## src/rtl/truth_table_scanner.sv

```systemverilog
// Walks a 3-input block through all eight input combinations and
// captures F into an 8-bit truth table with a complement-rail check.
module truth_table_scanner #(
  parameter int unsigned SETTLE = 2
) (
  input  logic       clk,
  input  logic       rst_n,
  input  logic       start,
  input  logic       f,
  input  logic       fn,
  output logic       x,
  output logic       y,
  output logic       z,
  output logic       busy,
  output logic       done,
  output logic [7:0] tt,
  output logic [3:0] ones,
  output logic       mismatch
);

  typedef enum logic [1:0] {
    IDLE,
    DRIVE,
    SAMPLE,
    DONE
  } state_t;

  localparam logic [3:0] RELOAD = 4'(SETTLE - 1);

  state_t     state;
  logic [2:0] idx;
  logic [3:0] cnt;

  always_ff @(posedge clk) begin
    if (!rst_n) begin
      state    <= IDLE;
      idx      <= 3'd0;
      cnt      <= 4'd0;
      x        <= 1'b0;
      y        <= 1'b0;
      z        <= 1'b0;
      busy     <= 1'b0;
      done     <= 1'b0;
      tt       <= 8'h00;
      ones     <= 4'd0;
      mismatch <= 1'b0;
    end else begin
      done <= 1'b0;
      unique case (state)
        IDLE: begin
          if (start) begin
            state     <= DRIVE;
            idx       <= 3'd0;
            cnt       <= RELOAD;
            tt        <= 8'h00;
            ones      <= 4'd0;
            mismatch  <= 1'b0;
            busy      <= 1'b1;
            {x, y, z} <= 3'd0;
          end
        end
        DRIVE: begin
          if (cnt != 4'd0) begin
            cnt <= cnt - 4'd1;
          end else begin
            state <= SAMPLE;
          end
        end
        SAMPLE: begin
          tt[idx] <= f;
          ones    <= ones + {3'd0, f};
          // Both rails equal means the complement output is broken.
          if (fn == f) begin
            mismatch <= 1'b1;
          end
          if (idx != 3'd7) begin
            idx       <= idx + 3'd1;
            cnt       <= RELOAD;
            state     <= DRIVE;
            {x, y, z} <= idx + 3'd1;
          end else begin
            state     <= DONE;
            busy      <= 1'b0;
            {x, y, z} <= 3'd0;
          end
        end
        DONE: begin
          state <= IDLE;
          done  <= 1'b1;
        end
        default: begin
          state <= IDLE;
        end
      endcase
    end
  end

endmodule

```

## config.mk

```make
export PLATFORM = sky130hd
export DESIGN_NAME = truth_table_scanner
export DESIGN_NICKNAME = d
export VERILOG_FILES = /design/src/rtl/truth_table_scanner.sv
export SDC_FILE = /design/constraint.sdc
export NUM_CORES = 1
export LEC_CHECK = 0
export ABC_AREA = 1
export CAP_MARGIN = 20
export CORE_MARGIN = 8
export CORE_UTILIZATION = 23
export DETAILED_ROUTE_END_ITERATION = 7
export SYNTH_ARGS = -nofsm -noshare
export SYNTH_HDL_FRONTEND = slang
export SYNTH_SLANG_ARGS = --single-unit
```

## constraint.sdc

```tcl
create_clock -name clk -period 3.57 [get_ports clk]
set_clock_uncertainty 0.1 [all_clocks]
set_input_delay 0.8925 -clock clk [delete_from_list [all_inputs] [get_ports clk]]
set_output_delay 0.8925 -clock clk [all_outputs]
set_load 0.01 [all_outputs]
```

==> results_dict.tcl <==
# yosys + openroad results
set metrics [dict create \
    post_dp_cell_area_sq_um 1530 \
    top_cell "nand2_1" \
    final_cell_mix "nand2_1 (45), dfxtp_1 (27), a21oi_1 (26)" \
    cts-buffers-inserted 3 \
    area_growth_pct 26.1 \
    adder_share 0.0701 \
    finalNetCount 206 \
    critPathLaunchType "register" \
    slew_headroom 0.670 \
    p_clk_frac 0.266 \
    grt_util_all_layers 0.0715 \
    mostFrequentLayoutCell "nand2_1" \
    drive_gt1_frac 0.0518 \
    ant_nets 0 \
    p_switching_uw 201 \
    synthArstFlopShare 0 \
    io_buffers 22 \
    p_total_uw 653 \
    critPathArrivalTime_ns 1.24 \
    swShare 0.308 \
    drv_cap 0 \
    antenna_found_initial 0 \
    cpLargestDelayFamily "buffers and inverters" \
    postCtsSetupBuffers 0 \
    yosys.area_share.simple 0.261 \
    combPwrFrac 0.217 \
    p_per_area_nw_per_um2 414 \
    drt-vias-per-instance 4.12 \
    critPathBufInv 1 \
    cp_num_cells 1 \
    dr.first_iter.drc_count 69 \
    cp.required_ns 2.58 \
    synth_nets 184 \
    fin_cells 265 \
    ys_sh_mux 0 \
    crit_type "reg -> out" \
    ys_types 20 \
    area_leaders "dfxtp_1 (43%), nand2_1 (14%), a21oi_1 (10%)" \
    seq_power_share 0.517 \
    layout_min_cycle_time_ns 2.23 \
    max_stage_delay_ns 0.56 \
    status "complete, no violations" \
    comb_cell_power_uw 142 \
    postSynthAreaPerCell_sq_um 7.27 \
    reg2reg_depth 8 \
    top_layer_used "met4" \
    slowest_stage "clkdlybuf4s50_1" \
    drc 0 \
    first_pass_iters 4 \
    synth_cells 172 \
    timing.final.crit_share 0.624 \
    io_pins 23 \
    hpwl_microns 2010 \
    path_cells "clkdlybuf4s50_1" \
    die_w_microns 89.7 \
    end_kind "primary output" \
    grt_pass1_vias 1097 \
    cts_htree_levels 1 \
    maxPowerGroup "sequential cells" \
    hold_ws_ns 0.366 \
    powerClk_uw 173 \
    fp_util 0.233 \
    clock-sinks 27 \
    cellLeakagePower_uw 0.000610 \
    cts_tree "yes" \
    ys_sh_aoi 0.151 \
    ys_seq_share 0.432 \
    m1WireLength_microns 1410 \
    tns_ns 0 \
    clock.fmax_mhz 449 \
    worstPathMaxFanout 4 \
    worstMarginPinSlew_ns 0.495 \
    clk_pin_slew_ns 0.09 \
    finalSetupViolCount 0 \
    intPower_uw 452 \
    final_area_sq_um 1580 \
    nFillCells 578 \
    logic_family "simple AND/OR/NAND/NOR gates" \
]
layout make-up:
cell class | count | area [sq um] | area share
Clock buffer | 3 | 41.3 | 0.0262
Clock inverter | 1 | 5.00 | 0.00317
Inverter | 18 | 67.6 | 0.0429
Multi-Input combinational cell | 122 | 612 | 0.388
Sequential cell | 27 | 541 | 0.343
Tap cell | 72 | 90.1 | 0.0571
Timing Repair Buffer | 22 | 220 | 0.140
layer usage:
metal	vias to the layer above	global-route usage
met5	-	0
met4	0	0.0339
met3	5	0.0125
met2	17	0.112
met1	464	0.0922
li1	605	-
flip-flops by register name (all words and copies together) (netlist names), 2 cells and up:
name / cells
tt: 8
cnt: 4
ones: 4
idx: 3
state: 2
worst paths after layout:
kind,start,to
worst max register to register,idx[0],cnt[2]
worst min register to register,y,y
worst min-delay path,y,y
worst max-delay path,ones[1],ones[1]
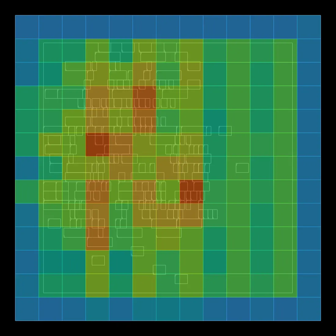
*Congestion heat map*
Global Route met1 Usage: 0.0922
routed len/inst: 10.2 microns
Util after Layout: 0.294

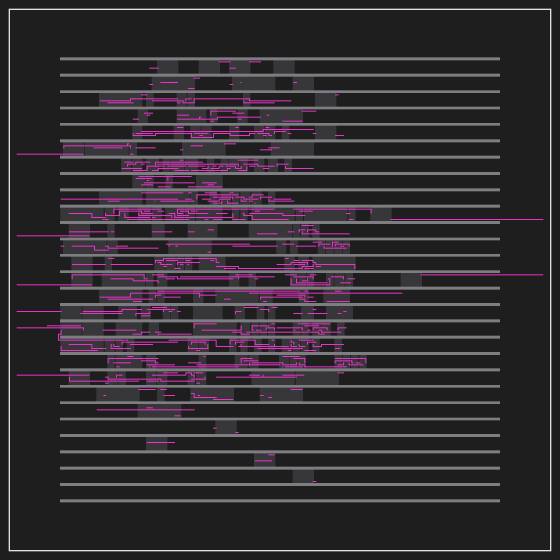
*Metal 1*
Supply wires on this layer in gray. Cells faint in the background.
wire length on this layer: 1410 microns
nets with wire on the layer: 190
longest straight run: 25.3 microns
share of all routed wire: 52%
main direction: horizontal
vias: 1091
drt total wl: 2720 microns

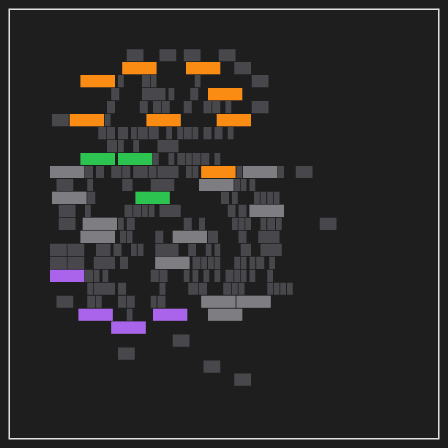
*Sequential cells grouped by signal name*
Other sequential cells in the stronger gray, the rest of the logic in the fainter gray.
| color | name in the netlist | flops |
|---|---|---|
| green | idx | 3 |
| purple | ones | 4 |
| orange | tt | 8 |
not colored: 12
fraction of area in registers: 0.343
sequential power: 338 uW

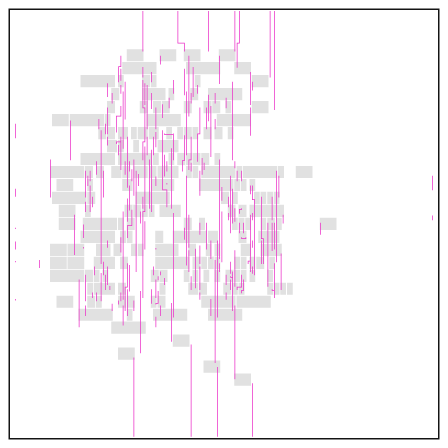
*Signal wires on met2*
Cells faint in the background.
main direction: vertical
nets with wire on the layer: 147
longest straight run: 27.9 microns
wire length on this layer: 1190 microns
met2 global-route usage: 0.112

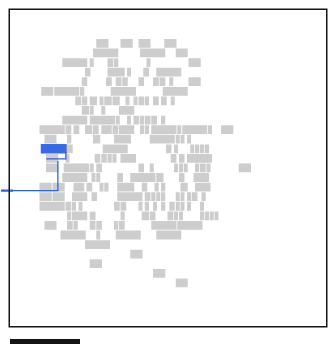
*I/O nets highlighted*
Scale bar: 20 microns.
| color | port | direction | edge | end cells | buffers | wire |
|---|---|---|---|---|---|---|
| blue | y | output | left | 1 | 1 | 29.0 microns |

Power is estimated from default activity; no workload was simulated.
